Design instr_fetch_unit, sky130hd; sources not shown.
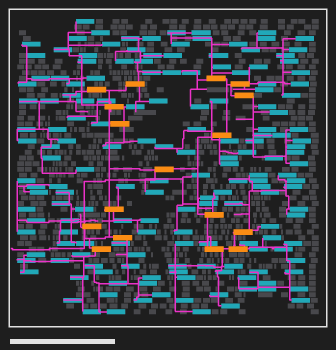
run_1/clock_map.png
Scale bar: 50 um.
[orange] cells driving clock nets | count: 17
[magenta] clock wires | length: 2,200 um
[cyan] flip-flops | count: 168
routed clock nets: 18
flops lie: spread over the die
worst-skew pair later-pin latency: 0.42 ns
Clock power frac: 0.172

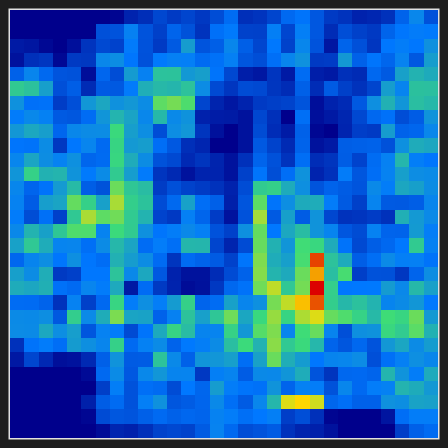
run_1/wire_density.png
The die is cut into 30 by 30 equal tiles; dark blue is low, red is high, scaled to the fullest tile. Values are wire area over tile area, all layers added.
tiles over half the peak: 5.6%
fullest tile: 0.76
densest ninth of the die: left middle
mean over tiles: 0.19
DR WL/cell: 19.13 um
WL final: 26,050 um

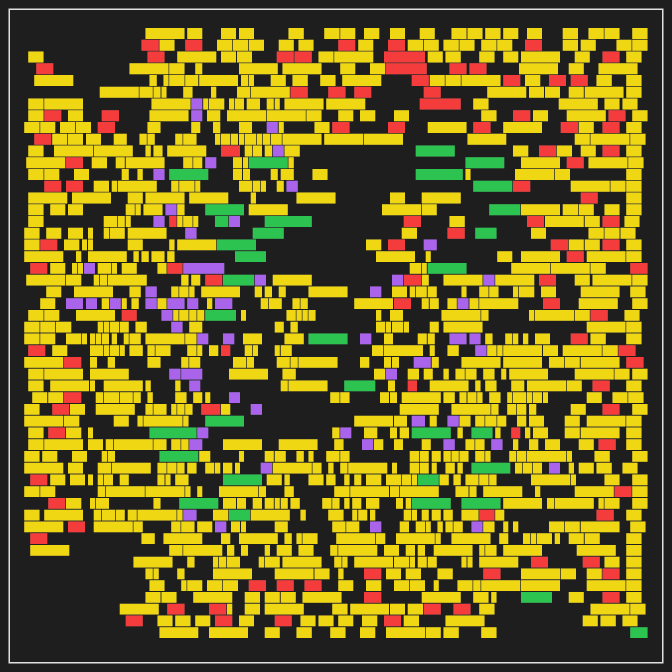
run_1/drive_strength.png
[yellow] drive 1 or less | cells: 900 | share: 82%
[purple] drive 3 to 4 | cells: 56 | share: 5.1%
[green] drive 6 and up | cells: 33 | share: 3.0%
[red] drive 2 | cells: 103 | share: 9.4%
area grow syn2layout: 49.51%
final setup margin: 0.03038 ns
Signal buffers: 350
post-route cell area: 0.01225 mm^2

==> qor.csv, run 1 <==
metric,value,unit
HP Class,primary input to asynchronous set/reset pin,
routed vias,7295,
share of layout cells above drive strength 1,0.1758,
Num CTS Buffers,17,
initial antenna violation count,1,
stages on the worst setup path,7,
clk buf depth,2,
post-synthesis xor/xnor area fraction,0.03207,
max capacitance violation total,0,
# placed instances,1331,
Cell Type Count,49,
Post-Syn Nets,888,
Setup crit start kind,primary input,
clock sinks,168,
Die Height,150.9,um
slowest CP cell,or4b_4,
Layout Cells excl Fill,1362,
count of tool warnings,26,
fin crit share,0.9899,
clock slew at reported path FFs,0.06,ns
Max Clock Skew,0.01082,ns
status,"finished, final reports clean",
largest net degree at the start of global routing,76,
core area,0.02043,mm^2
RePlAce Congestion,0.8977,
sequential-to-total area share from yosys stat,0.5136,
Antenna diodes,0,
"delay-heaviest family, CP",simple AND/OR/NAND/NOR gates,
endpoints failing setup,0,
synthesized area,0.008193,mm^2
Via-to-Cell Ratio,5.356,
Static Leak,5.044,nW
Relative slew margins,0.5130,
Worst Path Buf+Inv,2,
worst slew pin tran,0.7238,ns
CTS Root Cell,clkbuf_16,
Detail Route Antenna Nets,0,
fp_density,0.4010,
YS chip area,0.008193,mm^2
"Arr. time, crit path",3.31,ns
FF-to-FF path depth,6,
H-Tree Depth,4,
cell count in the Yosys report,782,
post-DP HPWL,19350,um
FMAX,336.7,MHz
MUX share of area,0.1237,
==> run 1: area by class of cell <==
class	count	area [um^2]
fill	1775	8180
clock inverter	9	138.9
multi-input combinational	528	3562
inverter	15	56.30
sequential	168	4208
timing repair buffer	350	3462
clock buffer	22	484.2
tap	270	337.8
==> run 1: cells in the final DEF (no fill, tap or decap), types with 6 or more instances in the layout <==
cell type,n
dfrtp_1,165
nand4_1,35
o21ai_0,61
a31oi_1,24
mux2_2,90
nand3_1,28
buf_4,45
inv_1,15
buf_12,7
or3_1,17
nor4_1,16
nand2_1,80
clkdlybuf4s50_1,297
or4_1,15
nor2_1,46
and3_1,11
a21oi_1,6
clkbuf_16,17
xnor2_1,12
xor2_1,18
nor3_1,12
==> run 1: routing by layer <==
metal,vias up,track usage,part of all wire
met5,-,0,0.00050
met4,2,0.06210,0.019
met3,40,0.06373,0.086
met2,295,0.3724,0.48
met1,3546,0.2931,0.42
li1,3412,-,-
==> run 1: synth_stat cells (all sizes together) (4+ instances only) <==
cell | instances | area [um^2]
dfrtp | 165 | 4129
mux2 | 90 | 1013
nand2 | 81 | 304.0
o21ai | 61 | 305.3
nor2 | 46 | 172.7
buf | 45 | 314.0
nand4 | 35 | 219.0
nand3 | 28 | 140.1
clkbuf | 26 | 97.59
a31oi | 24 | 150.1
or3 | 19 | 128.9
nor4 | 18 | 118.9
xor2 | 18 | 157.7
or4 | 17 | 127.6
inv | 15 | 56.30
nor3 | 13 | 65.06
xnor2 | 12 | 105.1
and3 | 11 | 68.82
a21oi | 6 | 30.03
a22oi | 4 | 30.03
and2 | 4 | 25.02
o31ai | 4 | 30.03
or2 | 4 | 25.03
==> run 1: power by group <==
part / switching (W) / total [W] / internal, W
sequential: 0.000902 / 0.00414 / 0.00324
combinational: 0.00402 / 0.00709 / 0.00307
clock: 0.000923 / 0.00233 / 0.00140
==> run 1: what timing repair did <==
action / 4_1_cts / 5_1_grt
hold endpoints to repair: 0 / 0
endpoints found under the setup margin: 0 / 4
gates resized: 0 / 3
==> run 1: worst reg2reg max path, cell delays in order (launching register included) <==
cell     delay, ns
dfrtp_1       0.51
nand4_1       0.21
or4_1         0.57
or4b_4        0.70
buf_4         0.20
or3_1         0.30
a31oi_1       0.18
==> run 1: per-stage QoR <==
stage          hold slack [ns]  power, W    util  area [um^2]  setup slack, ns
6_report                0.2880   0.01356  0.5996        12250          0.03038
2_1_floorplan           0.4544  0.008118       -         8193          0.05325
3_5_place_dp            0.4811   0.01132  0.5685        11610          -0.4041
3_3_place_gp            0.4627   0.01121  0.5685        11610          -0.3639
4_1_cts                 0.2969   0.01367  0.5990        12240          0.04089
5_1_grt                 0.3193   0.01430  0.5996        12250         0.006878
==> run 1: cell families after synthesis <==
group | Yosys count
xor+xnor | 30
mux | 90
buf+inv | 86
flops | 168
simple gates | 286
compound gates | 119
fa+ha+maj | 3
==> run 1 -> run 2 <==
--- a/config.mk
+++ b/config.mk
@@ -8,6 +8,7 @@
 export CORE_MARGIN = 3
 export CORE_UTILIZATION = 39
 export DETAILED_ROUTE_END_ITERATION = 10
+export HOLD_SLACK_MARGIN = 0.1
 export PLACE_DENSITY = 0.7
 export SYNTH_ARGS = -nofsm -noshare
 export SYNTH_HDL_FRONTEND = slang
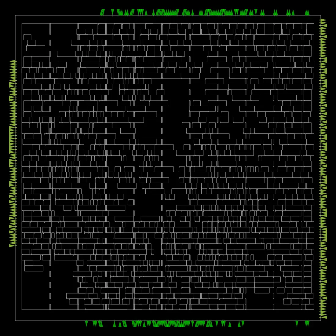
run_2/final_placement.png
placement row count: 52
sequential cells: 168
num tapcells: 270
sequential share of cell area: 0.3435
Layout Cells excl Fill: 1,362

==> run 2 against run 1 <==
Compared with the run above: cell area unchanged; setup slack unchanged; wire length unchanged; largest cell class unchanged; synthesized cell count unchanged; critical endpoint unchanged; largest power group unchanged.
==> qor.csv, run 2 <==
metric,value,unit,change
count of tool warnings,26,,unchanged
pre-CTS WS,-0.4041,ns,unchanged
cell count in the Yosys report,782,,unchanged
Via-to-Cell Ratio,5.356,,unchanged
Crit Path Max Fanout,20,,unchanged
WL final,26050,um,unchanged
"Arr. time, crit path",3.31,ns,about the same
post-CTS setup buffer count,0,,unchanged
peak supply drop,0.0006674,V,unchanged
"count leader, synth",dfrtp_1,,unchanged
YS chip area,0.008193,mm^2,unchanged
Hold Fails Final Rpt,0,,unchanged
clock sinks,168,,unchanged
dominant cell type by area after synthesis,dfrtp_1,,unchanged
worst slew pin tran,0.7238,ns,unchanged
gr usage total,0.2260,,unchanged
Tmin final,2.970,ns,unchanged
post-DP HPWL,19350,um,unchanged
largest net degree at the start of global routing,76,,unchanged
area grow syn2layout,49.51,%,unchanged
core area,0.02043,mm^2,unchanged
ys async rst share,1.000,,unchanged
Commonest Layout Cell,clkdlybuf4s50_1,,unchanged
Cell Type Count,49,,unchanged
first-pass GRT wire length,40500,um,unchanged
sequential-to-total area share from yosys stat,0.5136,,unchanged
DR WL/cell,19.13,um,unchanged
fp_density,0.4010,,unchanged
Num CTS Buffers,17,,unchanged
HP Class,primary input to asynchronous set/reset pin,,unchanged
Relative slew margins,0.5130,,unchanged
Setup crit start kind,primary input,,unchanged
FMAX,336.7,MHz,unchanged
CTS Root Cell,clkbuf_16,,unchanged
Mapped Cells,782,,unchanged
FF-to-FF path depth,6,,unchanged
synthesized area,0.008193,mm^2,unchanged
Detail Route Antenna Nets,0,,unchanged
worst-skew pair later-pin latency,0.42,ns,about the same
flop2flop setup slack,0.24,ns,about the same
final setup margin,0.03038,ns,unchanged
ys flops,168,,unchanged
WS Path Type,primary input to register,,unchanged
Syn. warnings,0,,unchanged
Crit. End Element,register,,unchanged
# placed instances,1331,,unchanged
Top Layout Cells,"clkdlybuf4s50_1 (297), dfrtp_1 (165), mux2_2 (90)",,unchanged
clk buf depth,2,,unchanged
max-slew violation count,0,,unchanged
"top cells by count, synth","dfrtp_1 (165), mux2_2 (90), nand2_1 (81)",,unchanged
number of synthesized flops with an enable pin,0,,unchanged
DR iter-0 viols,460,,unchanged
CTS tree,built,,unchanged
Yosys top cell area share,0.5040,,unchanged
Static Leak,5.044,nW,unchanged
main area contributors,"dfrtp_1 (50%), mux2_2 (12%), o21ai_0 (3.7%)",,unchanged
RePlAce Congestion,0.8977,,unchanged
logic area,0.003562,mm^2,unchanged
initial antenna violation count,1,,unchanged
Antenna diodes,0,,unchanged
RSZ-0062 raised after global routing,false,,unchanged
Post-Syn Nets,888,,unchanged
status,"finished, final reports clean",,unchanged
routed vias,7295,,unchanged
endpoints failing setup,0,,unchanged
fin crit share,0.9899,,unchanged
max capacitance violation total,0,,unchanged
Pre-Repair DR Iteration Count,5,,unchanged
die area,0.02278,mm^2,unchanged
Boundary Pins,299,,unchanged
syn avg cell area,10.48,um^2,unchanged
number of global-route vias before repair,7265,,unchanged
"Top FF cell, synth",dfrtp_1,,unchanged
Die Height,150.9,um,unchanged
Filler Cell Count,1775,,unchanged
clock slew at reported path FFs,0.06,ns,about the same
H-Tree Depth,4,,unchanged
share of layout cells above drive strength 1,0.1758,,unchanged
register area,0.004208,mm^2,unchanged
Worst Path Required,3.34,ns,about the same
Final #Nets,1186,,unchanged
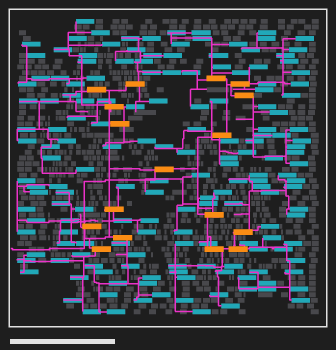
run_2/clock_map.png
Scale bar: 50 um.
Max Clock Skew: 0.01082 ns
Clock group: 0.00233 W

run 2: through the flow:
step / power [W] / hold WS (ns) / setup TNS [ns] / cell area (um^2) / utilization
2_1_floorplan: 0.008118 / 0.4544 / 0 / 8193 / -
3_3_place_gp: 0.01121 / 0.4627 / -3.542 / 11610 / 0.5685
3_5_place_dp: 0.01132 / 0.4811 / -4.427 / 11610 / 0.5685
4_1_cts: 0.01367 / 0.2969 / 0 / 12240 / 0.5990
5_1_grt: 0.01430 / 0.3193 / 0 / 12250 / 0.5996
6_report: 0.01356 / 0.2880 / 0 / 12250 / 0.5996
run 2: cells by family after synthesis:
kind of cell,count (synthesis),synth area share
buf+inv,86,0.05712
xor+xnor,30,0.03207
mux,90,0.1237
fa+ha+maj,3,0.004582
compound gates,119,0.08782
simple gates,286,0.1811
flops,168,0.5136
run 2: what timing repair did:
item                                    4_1_cts  5_1_grt
endpoints found under the setup margin        0        4
hold buffers                                  0        0
resized                                       0        3
run 2: per-layer routing:
| layer | up-vias | GRT usage | part of all wire |
|---|---|---|---|
| met4 | 2 | 0.06210 | 0.019 |
| li1 | 3412 | - | - |
| met5 | - | 0 | 0.00050 |
| met1 | 3546 | 0.2931 | 0.42 |
| met2 | 295 | 0.3724 | 0.48 |
| met3 | 40 | 0.06373 | 0.086 |
run 2: critical path: stages:
cell and delay (ns):
clkdlybuf4s50_1 0.42, or3_4 0.38, or3_4 0.40, or4b_4 0.66
buf_4 0.20, or3_1 0.30, a31oi_1 0.18
run 2: area by class of cell:
type	instances	area share
multi-input combinational	528	0.2908
clock inverter	9	0.01134
inverter	15	0.004597
clock buffer	22	0.03953
tap	270	0.02758
sequential	168	0.3435
timing repair buffer	350	0.2826
run 2: where the power goes:
group | internal [W] | switching [W] | total (W)
clock | 0.00140 | 0.000923 | 0.00233
sequential | 0.00324 | 0.000902 | 0.00414
combinational | 0.00307 | 0.00402 | 0.00709
Power figures rest on the tool's default switching activity, not on a simulated workload.
